File: config.mk
export PLATFORM = sky130hd
export DESIGN_NAME = pipeline_stall_ctrl_flat
export DESIGN_NICKNAME = d
export VERILOG_FILES = /design/src/rtl/pipeline_stall_ctrl_pkg.sv /design/src/rtl/pipeline_stall_ctrl_if.sv /design/src/rtl/pipeline_stall_ctrl_sat_counter.sv /design/src/rtl/pipeline_stall_ctrl.sv /design/src/flat_wrapper.sv
export SDC_FILE = /design/constraint.sdc
export NUM_CORES = 1
export LEC_CHECK = 0
export CORE_ASPECT_RATIO = 0.8
export CORE_MARGIN = 4
export CORE_UTILIZATION = 45
export CTS_BUF_LIST = sky130_fd_sc_hd__clkbuf_4 sky130_fd_sc_hd__clkbuf_8 sky130_fd_sc_hd__clkbuf_16
export CTS_CLUSTER_DIAMETER = 40
export DETAILED_ROUTE_END_ITERATION = 8
export PLACE_DENSITY_LB_ADDON = 0.25
export SETUP_SLACK_MARGIN = 0.1
export SLEW_MARGIN = 25
export SYNTH_ARGS = -nofsm -noshare
export SYNTH_HDL_FRONTEND = slang
export SYNTH_HIERARCHICAL = 1
export SYNTH_SLANG_ARGS = --single-unit
File: constraint.sdc
create_clock -name clk -period 2 [get_ports clk]
set_input_delay 0.5 -clock clk [delete_from_list [all_inputs] [get_ports clk]]
set_output_delay 0.5 -clock clk [all_outputs]
set_load 0.01 [all_outputs]
File: src/rtl/pipeline_stall_ctrl_pkg.sv
// Shared definitions for the pipeline stall/flush controller:
// FSM state encodings, boolean constants and a small helper.
package pipeline_stall_ctrl_pkg;

    // Controller states: normal flow, one-cycle load-use bubble, frozen on data memory
    typedef enum logic [1:0] {
        STALL_RUN  = 2'd0,
        STALL_LU   = 2'd1,
        STALL_MEMW = 2'd2
    } stall_state_t;

    localparam logic TRUE  = 1'b1;
    localparam logic FALSE = 1'b0;

    // The MEM stage is blocked when a request is outstanding and not completed this cycle
    function automatic logic mem_busy_f(input logic req, input logic ack);
        return req & ~ack;
    endfunction

endpackage

File: src/rtl/pipeline_stall_ctrl_if.sv
// Hazard/handshake inputs and per-stage enable/flush outputs of the stall controller.
// master = pipeline side driving the hazard information, slave = the controller.
interface pipeline_stall_ctrl_if;

    logic mem_ex_hazard;
    logic branch_taken;
    logic dmem_req;
    logic dmem_ack;

    logic pc_en;
    logic ifid_en;
    logic idex_en;
    logic exmem_en;
    logic memwb_en;
    logic ifid_flush;
    logic idex_flush;
    logic exmem_flush;
    logic memwb_flush;

    modport master (
        output mem_ex_hazard, branch_taken, dmem_req, dmem_ack,
        input  pc_en, ifid_en, idex_en, exmem_en, memwb_en,
        input  ifid_flush, idex_flush, exmem_flush, memwb_flush
    );

    modport slave (
        input  mem_ex_hazard, branch_taken, dmem_req, dmem_ack,
        output pc_en, ifid_en, idex_en, exmem_en, memwb_en,
        output ifid_flush, idex_flush, exmem_flush, memwb_flush
    );

endinterface

File: src/rtl/pipeline_stall_ctrl_sat_counter.sv
// Saturating up-counter used for the stall/flush performance counters.
module sat_counter #(
    parameter int W = 32
) (
    input  logic         clk,
    input  logic         rst_n,
    input  logic         inc,
    output logic [W-1:0] value
);

    // Count requested events, holding at all-ones instead of wrapping
    always_ff @(posedge clk or negedge rst_n) begin
        if (!rst_n) begin
            value <= '0;
        end else if (inc && (value != {W{1'b1}})) begin
            value <= value + W'(1);
        end
    end

endmodule

File: src/rtl/pipeline_stall_ctrl.sv
// Pipeline stall/flush controller: turns load-use hazards, taken branches and
// data-memory waits into per-stage enables and bubble inserts, and keeps
// watchdog, protocol-error and performance state.
module pipeline_stall_ctrl
    import pipeline_stall_ctrl_pkg::*;
#(
    parameter int TIMEOUT = 64,
    parameter int CNT_W   = 32
) (
    input  logic                    clk,
    input  logic                    rst_n,
    pipeline_stall_ctrl_if.slave    ctl,
    output logic [CNT_W-1:0]        stall_cycles,
    output logic [CNT_W-1:0]        flush_events,
    output logic                    hazard_err,
    output logic                    dmem_timeout
);

    localparam int WAIT_W = $clog2(TIMEOUT + 1);
    localparam logic [WAIT_W-1:0] WAIT_LAST = WAIT_W'(TIMEOUT - 1);

    stall_state_t      state;
    stall_state_t      state_next;
    logic [WAIT_W-1:0] wait_cnt;
    logic              mem_busy;
    logic              branch_flush;

    logic pc_en, ifid_en, idex_en, exmem_en, memwb_en;
    logic ifid_flush, idex_flush, exmem_flush, memwb_flush;

    assign mem_busy = mem_busy_f(ctl.dmem_req, ctl.dmem_ack);

    // State register; a reset during a memory wait simply abandons it
    always_ff @(posedge clk or negedge rst_n) begin
        if (!rst_n) begin
            state <= STALL_RUN;
        end else begin
            state <= state_next;
        end
    end

    // Next state: every state leaves the same way, so LU_STALL only persists while the hazard does
    always_comb begin
        state_next = STALL_RUN;
        if (mem_busy) begin
            state_next = STALL_MEMW;
        end else if (ctl.mem_ex_hazard) begin
            state_next = STALL_LU;
        end
    end

    // Enables/flushes by priority: memory wait, load-use stall, taken branch, free run
    always_comb begin
        pc_en        = TRUE;
        ifid_en      = TRUE;
        idex_en      = TRUE;
        exmem_en     = TRUE;
        memwb_en     = TRUE;
        ifid_flush   = FALSE;
        idex_flush   = FALSE;
        exmem_flush  = FALSE;
        memwb_flush  = FALSE;
        branch_flush = FALSE;
        if (!rst_n) begin
            pc_en       = FALSE;
            ifid_en     = FALSE;
            idex_en     = FALSE;
            exmem_en    = FALSE;
            memwb_en    = FALSE;
            ifid_flush  = TRUE;
            idex_flush  = TRUE;
            exmem_flush = TRUE;
            memwb_flush = TRUE;
        end else if (mem_busy) begin
            pc_en       = FALSE;
            ifid_en     = FALSE;
            idex_en     = FALSE;
            exmem_en    = FALSE;
            memwb_flush = TRUE;
        end else if (ctl.mem_ex_hazard) begin
            pc_en       = FALSE;
            ifid_en     = FALSE;
            idex_en     = FALSE;
            exmem_flush = TRUE;
        end else if (ctl.branch_taken) begin
            ifid_flush   = TRUE;
            idex_flush   = TRUE;
            branch_flush = TRUE;
        end
    end

    assign ctl.pc_en       = pc_en;
    assign ctl.ifid_en     = ifid_en;
    assign ctl.idex_en     = idex_en;
    assign ctl.exmem_en    = exmem_en;
    assign ctl.memwb_en    = memwb_en;
    assign ctl.ifid_flush  = ifid_flush;
    assign ctl.idex_flush  = idex_flush;
    assign ctl.exmem_flush = exmem_flush;
    assign ctl.memwb_flush = memwb_flush;

    // Watchdog: counts consecutive busy cycles (holding at the limit) and clears when memory frees up
    always_ff @(posedge clk or negedge rst_n) begin
        if (!rst_n) begin
            wait_cnt <= '0;
        end else if (!mem_busy) begin
            wait_cnt <= '0;
        end else if (wait_cnt != WAIT_LAST) begin
            wait_cnt <= wait_cnt + WAIT_W'(1);
        end
    end

    // Sticky timeout once the TIMEOUT-th consecutive busy cycle is reached
    always_ff @(posedge clk or negedge rst_n) begin
        if (!rst_n) begin
            dmem_timeout <= FALSE;
        end else if (mem_busy && (wait_cnt == WAIT_LAST)) begin
            dmem_timeout <= TRUE;
        end
    end

    // Sticky protocol error: the hazard must have cleared after one bubble
    always_ff @(posedge clk or negedge rst_n) begin
        if (!rst_n) begin
            hazard_err <= FALSE;
        end else if ((state == STALL_LU) && ctl.mem_ex_hazard) begin
            hazard_err <= TRUE;
        end
    end

    sat_counter #(.W(CNT_W)) u_stall_cnt (
        .clk   (clk),
        .rst_n (rst_n),
        .inc   (rst_n & ~pc_en),
        .value (stall_cycles)
    );

    sat_counter #(.W(CNT_W)) u_flush_cnt (
        .clk   (clk),
        .rst_n (rst_n),
        .inc   (branch_flush),
        .value (flush_events)
    );

endmodule

File: src/flat_wrapper.sv
// flat-port wrapper written by rule: the top's interface ports become plain ports
module pipeline_stall_ctrl_flat import pipeline_stall_ctrl_pkg::*;
#(
    parameter int TIMEOUT = 64,
    parameter int CNT_W   = 32
)
  (clk, rst_n, stall_cycles, flush_events, hazard_err, dmem_timeout, ctl_mem_ex_hazard, ctl_branch_taken, ctl_dmem_req, ctl_dmem_ack, ctl_pc_en, ctl_ifid_en, ctl_idex_en, ctl_exmem_en, ctl_memwb_en, ctl_ifid_flush, ctl_idex_flush, ctl_exmem_flush, ctl_memwb_flush);
  pipeline_stall_ctrl_if ctl_i ();
  input  logic clk;
  input  logic rst_n;
  output logic [CNT_W-1:0] stall_cycles;
  output logic [CNT_W-1:0] flush_events;
  output logic hazard_err;
  output logic dmem_timeout;
  input wire logic [$bits(ctl_i.mem_ex_hazard)-1:0] ctl_mem_ex_hazard;
  input wire logic [$bits(ctl_i.branch_taken)-1:0] ctl_branch_taken;
  input wire logic [$bits(ctl_i.dmem_req)-1:0] ctl_dmem_req;
  input wire logic [$bits(ctl_i.dmem_ack)-1:0] ctl_dmem_ack;
  output wire logic [$bits(ctl_i.pc_en)-1:0] ctl_pc_en;
  output wire logic [$bits(ctl_i.ifid_en)-1:0] ctl_ifid_en;
  output wire logic [$bits(ctl_i.idex_en)-1:0] ctl_idex_en;
  output wire logic [$bits(ctl_i.exmem_en)-1:0] ctl_exmem_en;
  output wire logic [$bits(ctl_i.memwb_en)-1:0] ctl_memwb_en;
  output wire logic [$bits(ctl_i.ifid_flush)-1:0] ctl_ifid_flush;
  output wire logic [$bits(ctl_i.idex_flush)-1:0] ctl_idex_flush;
  output wire logic [$bits(ctl_i.exmem_flush)-1:0] ctl_exmem_flush;
  output wire logic [$bits(ctl_i.memwb_flush)-1:0] ctl_memwb_flush;
  assign ctl_i.mem_ex_hazard = ctl_mem_ex_hazard;
  assign ctl_i.branch_taken = ctl_branch_taken;
  assign ctl_i.dmem_req = ctl_dmem_req;
  assign ctl_i.dmem_ack = ctl_dmem_ack;
  assign ctl_pc_en = ctl_i.pc_en;
  assign ctl_ifid_en = ctl_i.ifid_en;
  assign ctl_idex_en = ctl_i.idex_en;
  assign ctl_exmem_en = ctl_i.exmem_en;
  assign ctl_memwb_en = ctl_i.memwb_en;
  assign ctl_ifid_flush = ctl_i.ifid_flush;
  assign ctl_idex_flush = ctl_i.idex_flush;
  assign ctl_exmem_flush = ctl_i.exmem_flush;
  assign ctl_memwb_flush = ctl_i.memwb_flush;
  pipeline_stall_ctrl #(.TIMEOUT(TIMEOUT), .CNT_W(CNT_W)) u_core (.clk(clk), .rst_n(rst_n), .ctl(ctl_i), .stall_cycles(stall_cycles), .flush_events(flush_events), .hazard_err(hazard_err), .dmem_timeout(dmem_timeout));
endmodule
==> results.txt, run 1 <==
Summary of implementation figures.

Status
The run finished, with violations left. The checks that failed: setup timing.

Timing
The share of the clock period used by the worst path after layout is 101.7%. The final-report hold violation count is 0. The number of endpoints failing setup at the final stage is 1. The transition time recorded at the tightest slew-check pin is 0.6815 ns. Setup slack on the critical path of the routed design comes to -0.03309 ns. The final layout reports a setup TNS of -0.03309 ns.

Cells and area
The layout report lists the clock-cell share of area as 3.017%. The layout report lists the combined flip-flop and latch area as 1904 sq um. The final standard cell utilization of the core is 69.82%. The highest-count logic cell in the final layout is sky130_fd_sc_hd__buf_4.

254 cells are multi-input combinational gates. The layout report gives the multi-input gate share of total cell area as 35.46%. Leaving out fill and tap cells, the most frequent cells in the layout are sky130_fd_sc_hd__buf_4, sky130_fd_sc_hd__dfrtp_1, sky130_fd_sc_hd__clkdlybuf4s50_1. The largest registers in the layout are u_core/u_flush_cnt/value: 32 flops, u_core/u_stall_cnt/value: 32 flops, u_core/wait_cnt: 7 flops. The net count of the finished layout is 506.

Setup path
The data required time of the worst path is 2.24 ns. The end of the worst register-to-register path is u_core/u_flush_cnt/value[31]$_DFFE_PN0P_. The worst register-to-register path has a setup slack of -0.03 ns. STA classifies the critical path endpoint as a register. The launching point of the worst reg2reg path is u_core/u_flush_cnt/value[4]$_DFFE_PN0P_.

The startpoint class of the critical path is a register. The type of the worst setup path is reg2reg.

Pwr
The internal power of the cells totals 2.458 mW. The power consumed by the clock network is 1.02 mW. The script extracted a net switching power of 1.076 mW. Summed over all cells, the static leakage comes to 2.787 nW.

Clock network
In this run the post-CTS setup repair buffer count came out at 3. The number of buffers added by the clock tree synthesis step is 9. The clock root buffer master is sky130_fd_sc_hd__clkbuf_8. After clock tree synthesis, the clock-pin slew on the worst setup and hold paths is 0.08 ns.

Worst hold path
Note that the worst hold path type here is in2async.

Placed design
The placed wire-length estimate after detailed placement is 6958 um.

Yosys
After synthesis, the share of cell area in mux cells is 0.9048%. The post-synthesis sequential area ratio is 50.27%. In this run the mean area of a mapped cell was 10.82 sq um.

The most used flip-flop cell after synthesis is sky130_fd_sc_hd__dfrtp_1. By count the netlist is led by sky130_fd_sc_hd__dfrtp_1, sky130_fd_sc_hd__xnor2_1, sky130_fd_sc_hd__nand4_1.

Drt
The routed length on met3 is 580 um. Detailed-route iteration 0 reported a violation count of 111. In this run the remaining antenna-violating nets after routing total 0. Per the detail_route report, DRC violations left total 0.

Global route
The most heavily used metal layer in global routing is met2.

Floorplan
The count of pins on the block boundary is 81.
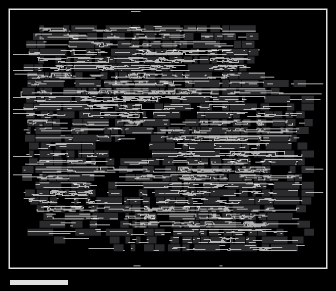
Run 1: met1 routing
Scale bar: 20 um. Cells faint in the background.
longest straight run: 38.2 um
nets with wire on the layer: 445
grt met1 use: 27.94%
total number of vias: 3315
detailed-route wire length: 10050 um

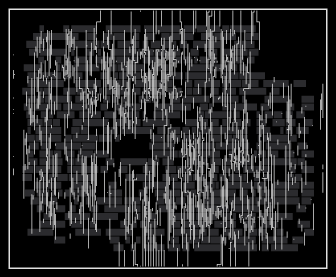
Run 1: the metal 2 layer
Cells faint in the background.
wire length on this layer: 4770 um
main direction: vertical
met2 track demand over resource: 32.16%

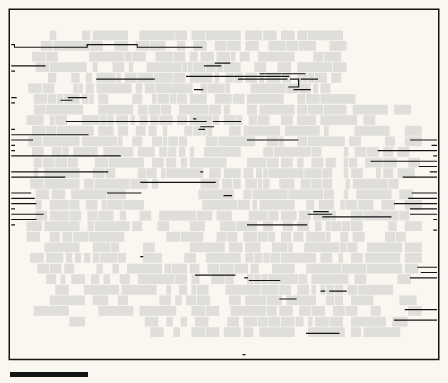
Run 1: the metal 3 layer
Scale bar: 20 um. Cells faint in the background.
longest straight run: 35.9 um
share of all routed wire: 5.8%

Run 1, placed standard cells:
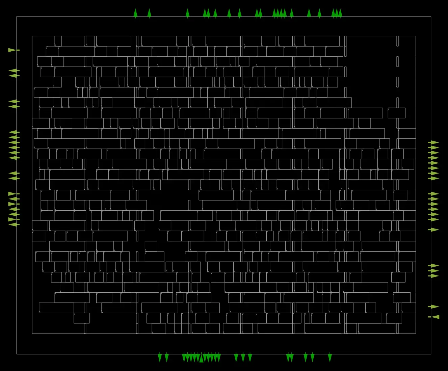

==> run 2, diff against run 1 <==
CORE_MARGIN = unset   (was 4)
GPL_ROUTABILITY_DRIVEN = 0   (was unset)
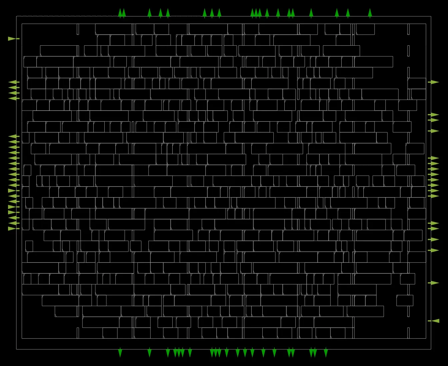
Run 2: placed standard cells
fill count: 561
Core Rows: 29

==> run 2 against run 1 <==
Compared with the run above:
- the run still ends with setup timing left
- clock power up 32%
- sequential share of layout area down 1.8 points
- register-to-register slack worse by 0.10 ns
- area after synthesis unchanged
- first-iteration DRC count up 49%
- largest cell class unchanged
- critical endpoint unchanged
- worst setup slack worse by 0.10 ns
- synthesized cell count unchanged
==> results.txt, run 2 <==
Summary of implementation figures.

Setup path
The end of the worst register-to-register path is u_core/u_flush_cnt/value[31]$_DFFE_PN0P_. The worst setup path is captured at a register. The startpoint class of the critical path is a register. The register-to-register setup slack is -0.14 ns (-0.10 ns). The data required time of the worst path is 2.24 ns (about the same).

The launching point of the worst reg2reg path is u_core/u_flush_cnt/value[9]$_DFFE_PN0P_.

Global route
The most heavily used metal layer in global routing is met2. The fraction of met1 tracks used by global routing came to 32.24% (+4.3 points).

Cells and area
The area taken by flip-flops and latches was 1906 sq um (about the same). The highest-count logic cell in the final layout is sky130_fd_sc_hd__buf_4. The net count of the finished layout is 523 (+3.4%). Leaving out fill and tap cells, the most frequent cells in the layout are sky130_fd_sc_hd__buf_4, sky130_fd_sc_hd__dfrtp_1, sky130_fd_sc_hd__clkdlybuf4s50_1. The proportion of cell area occupied by multi-input gates came to 35.89% (+0.42 points). The final standard cell utilization of the core is 74.03% (+4.2 points).

The largest registers in the layout are u_core/u_flush_cnt/value: 32 flops, u_core/u_stall_cnt/value: 32 flops, u_core/wait_cnt: 7 flops. The multi-input combinational cell count came to 254 (unchanged).

Pwr
The total net switching power is 1.081 mW (+0.48%). The leakage power total is 2.980 nW (+6.9%). The power consumed by the clock network was 1.35 mW (+32%).

The internal power component is 2.841 mW (+16%).

Clock network
The number of buffers added by the clock tree synthesis step was 9 (unchanged). The number of setup buffers added after CTS was 7 (+4). The CTS sink count is 75. The clock input transition at the sequential cells of the worst setup and hold paths is 0.07 ns (about the same).

Yosys
The post-synthesis sequential area ratio came to 50.27% (unchanged). The mux share of post-synthesis cell area is 0.9048% (unchanged). The most used flip-flop cell after synthesis is sky130_fd_sc_hd__dfrtp_1. Ranked by instance count, the synthesized netlist is headed by sky130_fd_sc_hd__dfrtp_1, sky130_fd_sc_hd__xnor2_1, sky130_fd_sc_hd__nand4_1.

At floorplan, the net count of the design was reported as 354. The yosys synthesis chip area is 3734 sq um.

Timing
The share of the clock period used by the worst path after layout was 106.8% (+5.1 points). The worst-case setup margin in the final layout was -0.1352 ns (-0.1021 ns). The final-report hold violation count is 0 (unchanged). The aggregate negative setup slack is -0.6785 ns (-0.6454 ns). The actual transition at the worst max-transition pin is 0.7947 ns (+0.1131 ns). The number of endpoints failing setup at the final stage is 12 (+11).

Drt
The iteration-0 DRC count of the detailed router is 165 (+49%). The number of nets still failing antenna checks after routing came to 0 (unchanged). The final wirelength is 10400 um (+3.5%). The final routed DRC violation total is 0 (unchanged).

The via total after detailed routing is 3439 (+3.7%). The routed length on met3 was 506 um (-13%).

Status
The checks that failed: setup timing. The flow ran to the end, but the final reports show violations.

Worst hold path
The class of the tightest hold or removal check is in2async.
Power is estimated from default activity; no workload was simulated.
